<file path="src/rtl/stack_sequencer.sv">
// Memory-stage stack controller: expands PUSH/POP/CALL/RET/INT/RTI into single-word
// stack beats against an external stack pointer and synchronous data memory.
module stack_sequencer #(
  parameter int          DATA_W   = 16,
  parameter int          ADDR_W   = 11,
  parameter logic [31:0] SP_RESET = 32'd2047
) (
  input  logic              clk,
  input  logic              rst,
  input  logic              op_valid,
  input  logic [2:0]        op_code,
  input  logic [DATA_W-1:0] reg_data,
  input  logic [31:0]       pc_save,
  input  logic [3:0]        flags_in,
  input  logic [31:0]       sp_in,
  input  logic [DATA_W-1:0] mem_rdata,
  output logic              sp_en,
  output logic              sp_pop,
  output logic [ADDR_W-1:0] mem_addr,
  output logic [DATA_W-1:0] mem_wdata,
  output logic              mem_we,
  output logic              mem_re,
  output logic              stall,
  output logic              done,
  output logic [DATA_W-1:0] pop_data,
  output logic [31:0]       pc_out,
  output logic              pc_load,
  output logic [3:0]        flags_out,
  output logic              flags_load,
  output logic              stack_err
);

  localparam logic [2:0] OP_PUSH = 3'd1;
  localparam logic [2:0] OP_POP  = 3'd2;
  localparam logic [2:0] OP_CALL = 3'd3;
  localparam logic [2:0] OP_RET  = 3'd4;
  localparam logic [2:0] OP_INT  = 3'd5;
  localparam logic [2:0] OP_RTI  = 3'd6;

  typedef enum logic [2:0] {
    S_IDLE,
    S_WRITE,
    S_READ,
    S_CAPTURE,
    S_DONE
  } state_t;

  function automatic logic is_push_op(input logic [2:0] op);
    return (op == OP_PUSH) || (op == OP_CALL) || (op == OP_INT);
  endfunction

  function automatic logic is_pop_op(input logic [2:0] op);
    return (op == OP_POP) || (op == OP_RET) || (op == OP_RTI);
  endfunction

  function automatic logic [1:0] beat_count(input logic [2:0] op);
    case (op)
      OP_CALL, OP_RET: return 2'd2;
      OP_INT, OP_RTI:  return 2'd3;
      default:         return 2'd1;
    endcase
  endfunction

  state_t            state;
  logic [2:0]        op_reg;
  logic [DATA_W-1:0] data_reg;
  logic [31:0]       pc_reg;
  logic [3:0]        flags_reg;
  logic [1:0]        beat_reg;
  logic              err_reg;
  logic              stall_reg;

  logic              accept;
  logic              write_beat;
  logic              read_beat;
  logic              last_beat;
  logic              beat_err;
  logic              capture_en;
  logic [1:0]        capture_idx;
  logic [ADDR_W-1:0] sp_low;
  logic [ADDR_W-1:0] rd_addr;
  logic [DATA_W-1:0] wr_word;

  // rst gates accept so every output reads 0 while reset is held.
  assign accept      = rst && (state == S_IDLE) && op_valid &&
                       (is_push_op(op_code) || is_pop_op(op_code));
  assign write_beat  = (state == S_WRITE);
  assign read_beat   = (state == S_READ);
  assign last_beat   = (beat_reg == beat_count(op_reg) - 2'd1);
  assign sp_low      = sp_in[ADDR_W-1:0];
  assign rd_addr     = sp_low + ADDR_W'(1);
  assign beat_err    = (write_beat && (sp_low == '0)) ||
                       (read_beat && (sp_in >= SP_RESET));

  // Read data trails its beat by one cycle; beat_reg already points past it.
  assign capture_en  = (read_beat && (beat_reg != 2'd0)) || (state == S_CAPTURE);
  assign capture_idx = beat_reg - 2'd1;

  always_comb begin
    wr_word = '0;
    case (op_reg)
      OP_PUSH: wr_word = data_reg;
      OP_CALL: wr_word = (beat_reg == 2'd0) ? DATA_W'(pc_reg[31:16]) : DATA_W'(pc_reg[15:0]);
      OP_INT: begin
        case (beat_reg)
          2'd0:    wr_word = DATA_W'(flags_reg);
          2'd1:    wr_word = DATA_W'(pc_reg[31:16]);
          default: wr_word = DATA_W'(pc_reg[15:0]);
        endcase
      end
      default: wr_word = '0;
    endcase
  end

  // Beat controls track the live sp_in, so they must stay combinational.
  assign sp_en     = write_beat || read_beat;
  assign sp_pop    = read_beat;
  assign mem_we    = write_beat;
  assign mem_re    = read_beat;
  assign mem_addr  = write_beat ? sp_low : (read_beat ? rd_addr : '0);
  assign mem_wdata = write_beat ? wr_word : '0;
  assign stall     = stall_reg || accept;

  always_ff @(posedge clk or negedge rst) begin
    if (!rst) begin
      state      <= S_IDLE;
      op_reg     <= '0;
      data_reg   <= '0;
      pc_reg     <= '0;
      flags_reg  <= '0;
      beat_reg   <= '0;
      err_reg    <= 1'b0;
      stall_reg  <= 1'b0;
      done       <= 1'b0;
      pc_load    <= 1'b0;
      flags_load <= 1'b0;
      stack_err  <= 1'b0;
      pop_data   <= '0;
      pc_out     <= '0;
      flags_out  <= '0;
    end else begin
      done       <= 1'b0;
      pc_load    <= 1'b0;
      flags_load <= 1'b0;
      stack_err  <= 1'b0;

      if (capture_en) begin
        case (op_reg)
          OP_POP: pop_data <= mem_rdata;
          OP_RET, OP_RTI: begin
            case (capture_idx)
              2'd0:    pc_out[15:0]  <= mem_rdata[15:0];
              2'd1:    pc_out[31:16] <= mem_rdata[15:0];
              default: flags_out     <= mem_rdata[3:0];
            endcase
          end
          default: ;
        endcase
      end

      case (state)
        S_IDLE: begin
          if (accept) begin
            op_reg    <= op_code;
            data_reg  <= reg_data;
            pc_reg    <= pc_save;
            flags_reg <= flags_in;
            beat_reg  <= 2'd0;
            err_reg   <= 1'b0;
            stall_reg <= 1'b1;
            state     <= is_push_op(op_code) ? S_WRITE : S_READ;
          end
        end
        S_WRITE: begin
          err_reg  <= err_reg || beat_err;
          beat_reg <= beat_reg + 2'd1;
          if (last_beat) begin
            state     <= S_DONE;
            stall_reg <= 1'b0;
            done      <= 1'b1;
            stack_err <= err_reg || beat_err;
          end
        end
        S_READ: begin
          err_reg  <= err_reg || beat_err;
          beat_reg <= beat_reg + 2'd1;
          if (last_beat) begin
            state <= S_CAPTURE;
          end
        end
        S_CAPTURE: begin
          state      <= S_DONE;
          stall_reg  <= 1'b0;
          done       <= 1'b1;
          pc_load    <= (op_reg == OP_RET) || (op_reg == OP_RTI);
          flags_load <= (op_reg == OP_RTI);
          stack_err  <= err_reg;
        end
        S_DONE: begin
          // The finished instruction is still on op_valid here; it must not re-issue.
          state <= S_IDLE;
        end
        default: state <= S_IDLE;
      endcase
    end
  end

endmodule
</file>
<file path="config.mk">
export PLATFORM = sky130hd
export DESIGN_NAME = stack_sequencer
export DESIGN_NICKNAME = d
export VERILOG_FILES = /design/src/rtl/stack_sequencer.sv
export SDC_FILE = /design/constraint.sdc
export NUM_CORES = 1
export LEC_CHECK = 0
export CAP_MARGIN = 20
export CORE_ASPECT_RATIO = 1.75
export CORE_UTILIZATION = 46
export CTS_CLUSTER_DIAMETER = 50
export DETAILED_ROUTE_END_ITERATION = 8
export GPL_ROUTABILITY_DRIVEN = 0
export PLACE_DENSITY = 0.8
export SYNTH_ARGS = -nofsm -noshare
export SYNTH_HDL_FRONTEND = slang
export SYNTH_SLANG_ARGS = --single-unit
</file>
<file path="constraint.sdc">
create_clock -name clk -period 2.8 [get_ports clk]
set_clock_uncertainty 0.05 [all_clocks]
set_input_delay 0.56 -clock clk [delete_from_list [all_inputs] [get_ports clk]]
set_output_delay 0.56 -clock clk [all_outputs]
set_load 0.05 [all_outputs]
</file>
placement_by_type.png
Drawn at 3 px/µm.
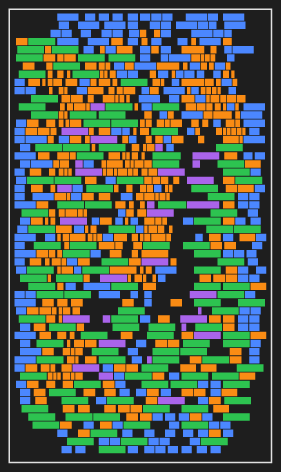
[combinational and other logic] orange | cells: 359 | share of their area: 33%
[flops] green | cells: 118 | share of their area: 33%
[other buffers and delay cells] blue | cells: 228 | share of their area: 28%
[clock drivers and dummy loads] purple | cells: 29 | share of their area: 6.1%
Seq area share: 32.1%
Placeable Area: 12400 µm²
design area: 9190 µm²
Final Core Density: 74.4%

layer_met1.png
Drawn at 4 px/µm. Supply wires on this layer in grey.
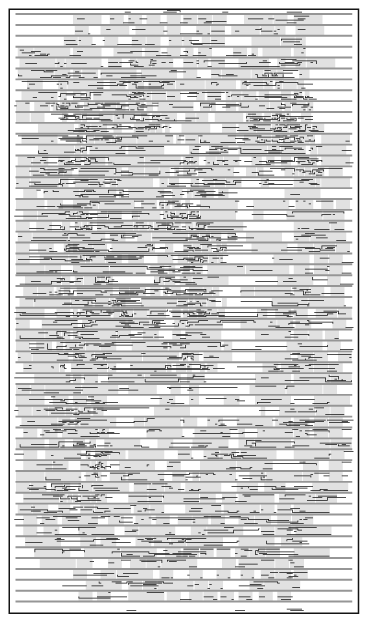
share of all routed wire: 35%
main direction: horizontal
longest straight run: 29.0 µm
met1 Track Usage GR: 26.0%
aggregate routed wire length: 16.2 mm
DR vias: 4977

io_fan.png
Drawn at 2 px/µm.
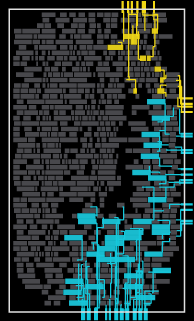
[mem_addr] yellow | bits: 11 | direction: output | edge: 7 top, 4 right | end cells: 11 | wire: 243 µm
[pc_out] cyan | bits: 32 | direction: output | edge: 20 bottom, 12 right | end cells: 32 | wire: 983 µm
Ports: 194
# port buffers: 193

-- cell type report --
cell class	instances	area, µm²	share of cell area, %
Tap cell	168	210	2.29
Inverter	11	45.0	0.490
Sequential cell	118	2960	32.1
Timing Repair Buffer	228	2560	27.8
Clock buffer	21	470	5.12
Clock inverter	8	77.6	0.844
Multi-Input combinational cell	348	2880	31.3
-- synthesized netlist by cell type (all sizes together), types with 6 or more instances --
cell / n
dfrtp: 118
mux2: 106
nand2: 43
a21oi: 28
nor2: 26
o21ai: 26
clkbuf: 18
nand2b: 17
a221oi: 12
buf: 12
inv: 10
a21o: 6
a31oi: 6
nor4: 6
-- timing repair --
item / 4_1_cts / 5_1_grt
endpoints found under the hold margin: 0 / 0
gates cloned: 0 / 1
setup endpoints to repair: 25 / 25
setup buffers: 2 / 7
gates resized: 18 / 28
pin swaps: 3 / 9
-- worst max-delay path, stage by stage, from the launching register on --
cell and delay, ps:
dfrtp_2 460, or3b_4 490, buf_4 170, a31oi_1 150, o21ai_0 110, o21ai_1 160, buf_12 180
-- stage by stage --
step | TNS [ps] | setup slack, ps
after CTS | -121 | -30.2
after detailed placement | -272 | -128
final | 0 | 59.8
after global placement | -99.6 | -84.6
after floorplan | -1740 | -149
after global routing | -59.8 | -35.9
-- kinds of logic (layout without fill, tap and decap cells) --
logic type	count (synthesis)	in the layout	share of synthesized area, %
AND/OR/NAND/NOR	130	130	11.4
multiplexers	110	110	21.9
XOR/XNOR	3	3	0.453
flip-flops	118	118	50.9
adder cells (fa/ha/maj)	5	5	1.08
buffers and inverters	41	268	3.30
AND-OR/OR-AND	100	100	11.0
-- per-layer routing --
metal,vias to the layer above,share of wire (%),global-route usage [%]
met5,-,0,0
met4,0,3.2,13.8
met3,46,4.5,5.10
met2,176,57,46.1
met1,2484,35,26.0
li1,2271,-,-
-- power groups by stage --
stage               sequential, mW  combinational (mW)  clock [mW]
finish                        2.93                5.68        2.00
global placement              2.88                5.16           0
CTS                           2.92                5.39        2.03
floorplan                     3.73                2.46           0
global route                  3.02                5.97        2.11
detailed placement            2.94                5.28           0
-- worst max path at each step --
stage	to	start	slack (ps)
after floorplan	mem_addr[9]	state[0]$_DFFE_PN0P_	-150
after global placement	mem_addr[10]	sp_in[0]	-80
after detailed placement	mem_addr[10]	sp_in[0]	-130
after CTS	mem_wdata[6]	state[1]$_DFFE_PN0P_	-30
after global routing	mem_addr[9]	state[2]$_DFFE_PN0P_	-40
final	mem_addr[9]	state[2]$_DFFE_PN0P_	60
==> notes.md <==
yosys + openroad results -> final hold vios 0, Tmin final between 2000 and 3000 ps, status completed, Cell Area, Placed roughly 8400 µm², highest-count logic cell in the final layout clkdlybuf4s50_1, WL per Instance roughly 18 µm, Max Fclk roughly 0.36 GHz, CP required 2190 ps, synthesized area around 5800 µm², largest area contributor in the netlist dfrtp_1, max-cap violation count 0, Post-Place Cells 863, Synth Register Bits 118, Arr. time, crit path 2130 ps, Pre-Place Util 47.0%, Final Cycle Share between 90% and 100%, maximum clock path buffer count 2, P_int around 6.2 mW, pwr dens around 1200 nW/µm², dpl hpwl around 12 mm, Min Hold Slack about 290 ps, Slew headroom approximately half, CP Capture Type output port, Mapped Cells ~500, R2R setup slack slightly below 400 ps, DRT Pass-1 Iters 5, Layout Cells excl Fill between 900 and 1k, ant diodes 0, first-pass GRT wire length about 25 mm, leak pwr around 3.8 nW, worst vdd ir 0.000587 V, row cnt 54, Root Buffer clkbuf_16, P&R area growth vs syn 58.4%, Total GRT Usage 25.1%, Net Switching roughly 4.4 mW, vias in the first global route 5333, die y size around 150 µm, Iter 0 DRT Violations 246, cells in synth_stat.txt ~510, Post-Syn Area per Cell about 11 µm², TritonCTS buffer count 17, worst r2r path cells 7, CTS HTree Levels 4, Reg clk slew, reported paths 60 ps, Die W approximately 87 µm, fillcell total about 830, DRC errors left 0, Clock power frac between 10% and 20%, biggest area cells dfrtp_1 (51%), mux2_2 (19%), nand2_1 (2.8%), max-slew violation count 0, setup violators final 0, total design power ~11 mW, post-cts hold buffer count 0, hold crit path type input port to asynchronous set/reset pin, Worst R2R Start beat_reg[1]$_DFFE_PN0P_, sequential power share roughly 28%, Nets between 800 and 900, Synth Seq Share slightly above 50%, Worst-Margin Slew ~750 ps, initial antenna violation count 0, Crit Path Category flip-flop to output port, Routed Antenna Nets 0, sw frac 41.5%, Reg-to-Reg End pop_data[14]$_DFFE_PN0P_, grt total ovfl 0, share of layout cells above drive strength 1 between 30% and 40%, pin count of the biggest net entering global routing 61, OpenROAD warning count 31, Synth cell types 53, syn_nets 618, crit path max fanout 9, main flop type dfrtp_1, Area leader share about half, ys async rst share 100%, routed vias/inst ~5.5, Yosys Chip Area 5810 µm²
Power is estimated from default activity; no workload was simulated.
